==> images/port_trees.png <==
Scale: 4 px per µm.
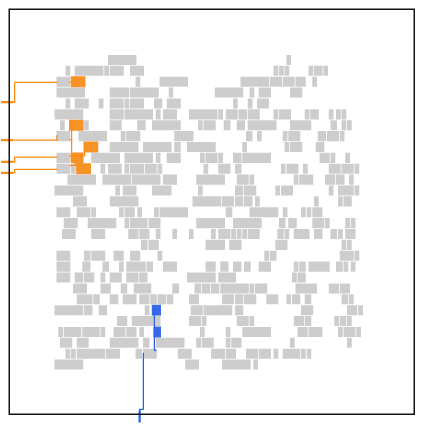
==> images/class_map.png <==
Scale: 3 px per µm.
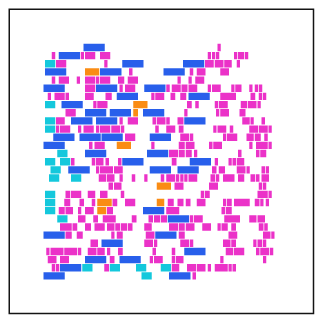
==> images/placed.png <==
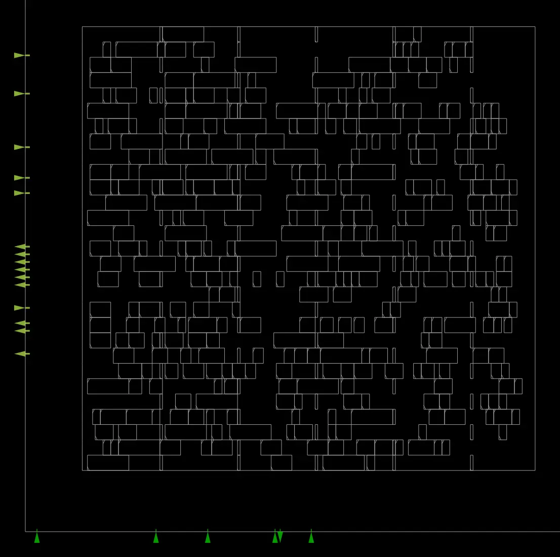
==> images/ff_map.png <==
Scale: 3 px per µm. Other sequential cells in the stronger gray, the rest of the logic in the fainter gray.
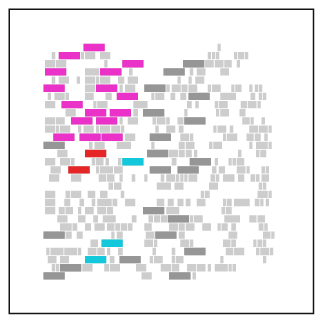
==> images/clock_wires.png <==
Scale: 3 px per µm.
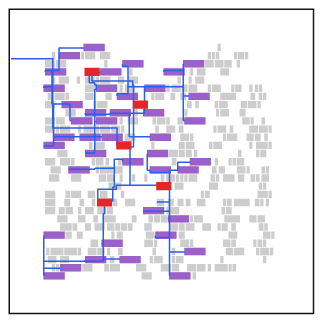
<file path="src/rtl/code_lock_pkg.sv">
// ============================================================================
// Module : code_lock_pkg
// Brief  : Shared types and constants for the code lock controller.
// Rev    : 1.0 - initial release
// ============================================================================
`default_nettype none

package code_lock_pkg;

  localparam int CODE_LEN = 4;
  localparam int DIGIT_W  = 4;
  localparam int TIMER_W  = 16;

  typedef logic [CODE_LEN*DIGIT_W-1:0] code_t;

  typedef enum logic [2:0] {
    ST_IDLE    = 3'd0,
    ST_ENTRY   = 3'd1,
    ST_CHECK   = 3'd2,
    ST_OPEN    = 3'd3,
    ST_LOCKOUT = 3'd4,
    ST_PROG    = 3'd5
  } state_t;

  function automatic logic is_key(input logic valid, input logic [DIGIT_W-1:0] code);
    return valid && (code <= 4'd9);
  endfunction

endpackage

`default_nettype wire

</file>
<file path="src/rtl/code_lock_timer.sv">
// ============================================================================
// Module : code_lock_timer
// Brief  : Tick counter with restart and terminal-count strobe.
// Rev    : 1.0 - initial release
// ============================================================================
`default_nettype none

module code_lock_timer #(
  parameter int W = 16
) (
  input  logic         clk,
  input  logic         rst,
  input  logic         i_restart,
  input  logic         i_tick,
  input  logic [W-1:0] i_limit,
  output logic         o_done
);

  logic [W-1:0] r_cnt;
  logic         w_term;

  assign w_term = (r_cnt == (i_limit - W'(1)));
  // done fires on the tick that completes the count, so the FSM moves on that edge
  assign o_done = i_tick && w_term;

  always_ff @(posedge clk) begin
    if (rst || i_restart) begin
      r_cnt <= '0;
    end else if (i_tick) begin
      r_cnt <= w_term ? '0 : r_cnt + W'(1);
    end
  end

endmodule

`default_nettype wire

</file>
<file path="src/rtl/code_lock_ctrl.sv">
// ============================================================================
// Module : code_lock_ctrl
// Brief  : Four-digit keypad lock FSM with failure lockout; passcode
//          programming is available when CODE_LOCK_PROG_EN is defined.
// Rev    : 1.0 - initial release
// ============================================================================
`default_nettype none

module code_lock_ctrl
  import code_lock_pkg::*;
#(
  parameter logic [15:0] DEFAULT_CODE  = 16'h0825,
  parameter int          MAX_FAIL      = 3,
  parameter int          TIMEOUT_TICKS = 10,
  parameter int          OPEN_TICKS    = 20,
  parameter int          LOCKOUT_TICKS = 30
) (
  input  logic       clk,
  input  logic       reset,
  input  logic       tick,
  input  logic       key_valid,
  input  logic [3:0] key_code,
  input  logic       clear,
  input  logic       relock,
  input  logic       prog_req,
  output logic       unlocked,
  output logic       alarm,
  output logic [2:0] digit_cnt,
  output logic [1:0] fail_cnt,
  output logic [2:0] state
);

  localparam logic [1:0] c_max_fail = 2'(MAX_FAIL);

  state_t               r_state;
  code_t                r_digits;
  logic [2:0]           r_digit_cnt;
  logic [1:0]           r_fail_cnt;
  logic                 r_unlocked;
  logic                 r_alarm;

  logic                 w_key;
  logic                 w_restart;
  logic                 w_done;
  logic                 w_prog_go;
  logic [TIMER_W-1:0]   w_limit;
  logic [1:0]           w_fail_next;
  code_t                w_shifted;
  code_t                w_passcode;

`ifdef CODE_LOCK_PROG_EN
  code_t r_passcode;
  assign w_passcode = r_passcode;
  assign w_prog_go  = prog_req;
`else
  logic w_unused_prog;
  assign w_passcode    = DEFAULT_CODE;
  assign w_prog_go     = 1'b0;
  assign w_unused_prog = prog_req;
`endif

  assign w_key       = is_key(key_valid, key_code);
  assign w_shifted   = {r_digits[CODE_LEN*DIGIT_W-DIGIT_W-1:0], key_code};
  assign w_fail_next = r_fail_cnt + 2'd1;

  // Restart on every condition that changes state, plus each accepted key
  always_comb begin
    w_restart = 1'b0;
    w_limit   = TIMER_W'(TIMEOUT_TICKS);
    case (r_state)
      ST_IDLE:            w_restart = w_key;
      ST_ENTRY, ST_PROG:  w_restart = clear | w_key | w_done;
      ST_CHECK:           w_restart = 1'b1;
      ST_OPEN: begin
        w_restart = relock | w_prog_go | w_done;
        w_limit   = TIMER_W'(OPEN_TICKS);
      end
      ST_LOCKOUT: begin
        w_restart = w_done;
        w_limit   = TIMER_W'(LOCKOUT_TICKS);
      end
      default:            w_restart = 1'b1;
    endcase
  end

  code_lock_timer #(
    .W (TIMER_W)
  ) u_timer (
    .clk       (clk),
    .rst       (reset),
    .i_restart (w_restart),
    .i_tick    (tick),
    .i_limit   (w_limit),
    .o_done    (w_done)
  );

  always_ff @(posedge clk) begin
    if (reset) begin
      r_state     <= ST_IDLE;
      r_digits    <= '0;
      r_digit_cnt <= 3'd0;
      r_fail_cnt  <= 2'd0;
      r_unlocked  <= 1'b0;
      r_alarm     <= 1'b0;
`ifdef CODE_LOCK_PROG_EN
      r_passcode  <= DEFAULT_CODE;
`endif
    end else begin
      r_unlocked <= 1'b0;
      r_alarm    <= 1'b0;
      case (r_state)
        ST_IDLE: begin
          if (w_key) begin
            r_digits    <= w_shifted;
            r_digit_cnt <= 3'd1;
            r_state     <= ST_ENTRY;
          end
        end
        ST_ENTRY: begin
          if (clear) begin
            r_digit_cnt <= 3'd0;
            r_state     <= ST_IDLE;
          end else if (w_key) begin
            r_digits    <= w_shifted;
            r_digit_cnt <= r_digit_cnt + 3'd1;
            if (r_digit_cnt == 3'd3) r_state <= ST_CHECK;
          end else if (w_done) begin
            r_digit_cnt <= 3'd0;
            r_state     <= ST_IDLE;
          end
        end
        ST_CHECK: begin
          r_digit_cnt <= 3'd0;
          if (r_digits == w_passcode) begin
            r_fail_cnt <= 2'd0;
            r_unlocked <= 1'b1;
            r_state    <= ST_OPEN;
          end else begin
            r_fail_cnt <= w_fail_next;
            if (w_fail_next >= c_max_fail) begin
              r_alarm <= 1'b1;
              r_state <= ST_LOCKOUT;
            end else begin
              r_state <= ST_IDLE;
            end
          end
        end
        ST_OPEN: begin
          if (relock) begin
            r_state <= ST_IDLE;
          end else if (w_prog_go) begin
            r_digit_cnt <= 3'd0;
            r_state     <= ST_PROG;
          end else if (w_done) begin
            r_state <= ST_IDLE;
          end else begin
            r_unlocked <= 1'b1;
          end
        end
        ST_LOCKOUT: begin
          if (w_done) begin
            r_fail_cnt <= 2'd0;
            r_state    <= ST_IDLE;
          end else begin
            r_alarm <= 1'b1;
          end
        end
`ifdef CODE_LOCK_PROG_EN
        ST_PROG: begin
          if (clear) begin
            r_digit_cnt <= 3'd0;
            r_state     <= ST_IDLE;
          end else if (w_key) begin
            r_digits <= w_shifted;
            if (r_digit_cnt == 3'd3) begin
              r_passcode  <= w_shifted;
              r_digit_cnt <= 3'd0;
              r_state     <= ST_IDLE;
            end else begin
              r_digit_cnt <= r_digit_cnt + 3'd1;
            end
          end else if (w_done) begin
            r_digit_cnt <= 3'd0;
            r_state     <= ST_IDLE;
          end
        end
`endif
        default: begin
          r_digit_cnt <= 3'd0;
          r_state     <= ST_IDLE;
        end
      endcase
    end
  end

  assign unlocked  = r_unlocked;
  assign alarm     = r_alarm;
  assign digit_cnt = r_digit_cnt;
  assign fail_cnt  = r_fail_cnt;
  assign state     = r_state;

endmodule

`default_nettype wire
</file>
<file path="config.mk">
export PLATFORM = sky130hd
export DESIGN_NAME = code_lock_ctrl
export DESIGN_NICKNAME = d
export VERILOG_FILES = /design/src/rtl/code_lock_pkg.sv /design/src/rtl/code_lock_timer.sv /design/src/rtl/code_lock_ctrl.sv
export SDC_FILE = /design/constraint.sdc
export NUM_CORES = 1
export LEC_CHECK = 0
export ABC_CLOCK_PERIOD_IN_PS = 11700
export CELL_PAD_IN_SITES_DETAIL_PLACEMENT = 0
export CELL_PAD_IN_SITES_GLOBAL_PLACEMENT = 2
export CORE_MARGIN = 10
export CORE_UTILIZATION = 38
export CTS_CLUSTER_DIAMETER = 120
export DETAILED_ROUTE_END_ITERATION = 12
export GPL_ROUTABILITY_DRIVEN = 0
export PLACE_DENSITY = 0.86
export SYNTH_ARGS = -nofsm -noshare
export SYNTH_HDL_FRONTEND = slang
export SYNTH_HIERARCHICAL = 1
export SYNTH_SLANG_ARGS = --single-unit
</file>
<file path="constraint.sdc">
create_clock -name clk -period 11.7 [get_ports clk]
set_input_delay 1.755 -clock clk [delete_from_list [all_inputs] [get_ports clk]]
set_output_delay 1.755 -clock clk [all_outputs]
set_load 0.03 [all_outputs]
</file>
==> results_dict.tcl <==
# yosys + openroad results
set metrics [dict create \
    clock_latency_ns 0.29 \
    tool_warnings 27 \
    reg2reg_depth 15 \
    finalInstanceArea_mm2 0.00298 \
    drt-total-wl_um 5100 \
    hold_slack_ns 0.506 \
    cts_tree "done" \
    status "finished, final reports clean" \
    edf_count 0 \
    yosys_area_mm2 0.00249 \
    n_all_buffers 19 \
    whs_path_depth 2 \
    synthCells 289 \
    fp.dieH_um 101 \
    ys_warn_count 6 \
    required_ns 11.86 \
    critPathMaxFanout 16 \
    comb_area_share_pct 58.2 \
    clk_share_pct 3.02 \
    drive_above_1_share_pct 6.52 \
    synth.avg_cell_area_um2 8.60 \
    most_common_cell "nor2_1" \
    cts-root-buf "clkbuf_8" \
    clock.fmax_ghz 0.190 \
    postSynthSeqShare_pct 33.8 \
    cts_resized 0 \
    cts_buffers 5 \
    finalHoldViolCount 0 \
    flop_cell "dfxtp_1" \
    h-tree-depth 2 \
    dpl-instance-area_mm2 0.00289 \
    hold_path_class "flop to flop" \
    finalClockSkew_ns 0.00620 \
    drc 0 \
    grt_max_degree 30 \
    flops 42 \
    core_mm2 0.00635 \
]
Notes on port_trees.png above:
legend:
  orange:
    port: `key_code`
    direction: input
    end_cells: 5
    buffers: 4
    wire: 73.1 µm
  blue:
    port: `relock`
    direction: input
    end_cells: 2
    buffers: 1
    wire: 27.5 µm
I/O Buffers: 19
I/O pins: 21

Notes on class_map.png above:
legend:
  orange:
    class: clock drivers and dummy loads
    cells: 8
  blue:
    class: registers
    cells: 42
  magenta:
    class: remaining logic cells
    cells: 284
  cyan:
    class: remaining buffers and delay cells
    cells: 19

Notes on placed.png above:
fin cells: 430
row cnt: 29

Notes on ff_map.png above:
legend:
  magenta:
    name_in_the_netlist: `r_digits`
    placed_flops: 16
  cyan:
    name_in_the_netlist: `state`
    placed_flops: 3
  red:
    name_in_the_netlist: `fail_cnt`
    placed_flops: 2
not colored: 21
utilization after layout: 47.0%
Seq. pwr: 149 µW
sequential share of cell area: 28.2%
Storage cell area: 841 µm²

Notes on clock_wires.png above:
legend:
  purple:
    item: flip-flops
    count: 42
  blue:
    item: clock wires
    length: 553 µm
  red:
    item: clock-net drivers
    count: 5
routed clock nets: 6

kinds of logic after synthesis:
family	synth area share [%]
xor+xnor	10.6
flops	33.8
mux	6.84
other cells	0.151
fa+ha+maj	2.52
buf+inv	3.88
simple gates	30.0
compound gates	12.2
layer usage:
layer	wire [µm]	track usage, %	share of wire, %
met2	2480	17.3	49
met3	270	3.43	5.3
met4	36	3.26	0.71
met5	0	0	0
met1	2310	11.5	45
critical path, cell delays in order (launching register included):
cell and delay [ns]:
dfxtp_1 0.65, nand3b_1 0.48, inv_1 0.15, ha_1 0.24, or4b_2 0.68, nor3_1 0.37
nand3_1 0.14, a2111oi_2 0.46, o2111ai_2 0.30, nor2_1 0.48, inv_1 0.12, and4b_1 0.20
nor3_1 0.34, nor2_1 0.13, o21ai_2 0.28, nor2_1 0.10
Power figures rest on the tool's default switching activity, not on a simulated workload.
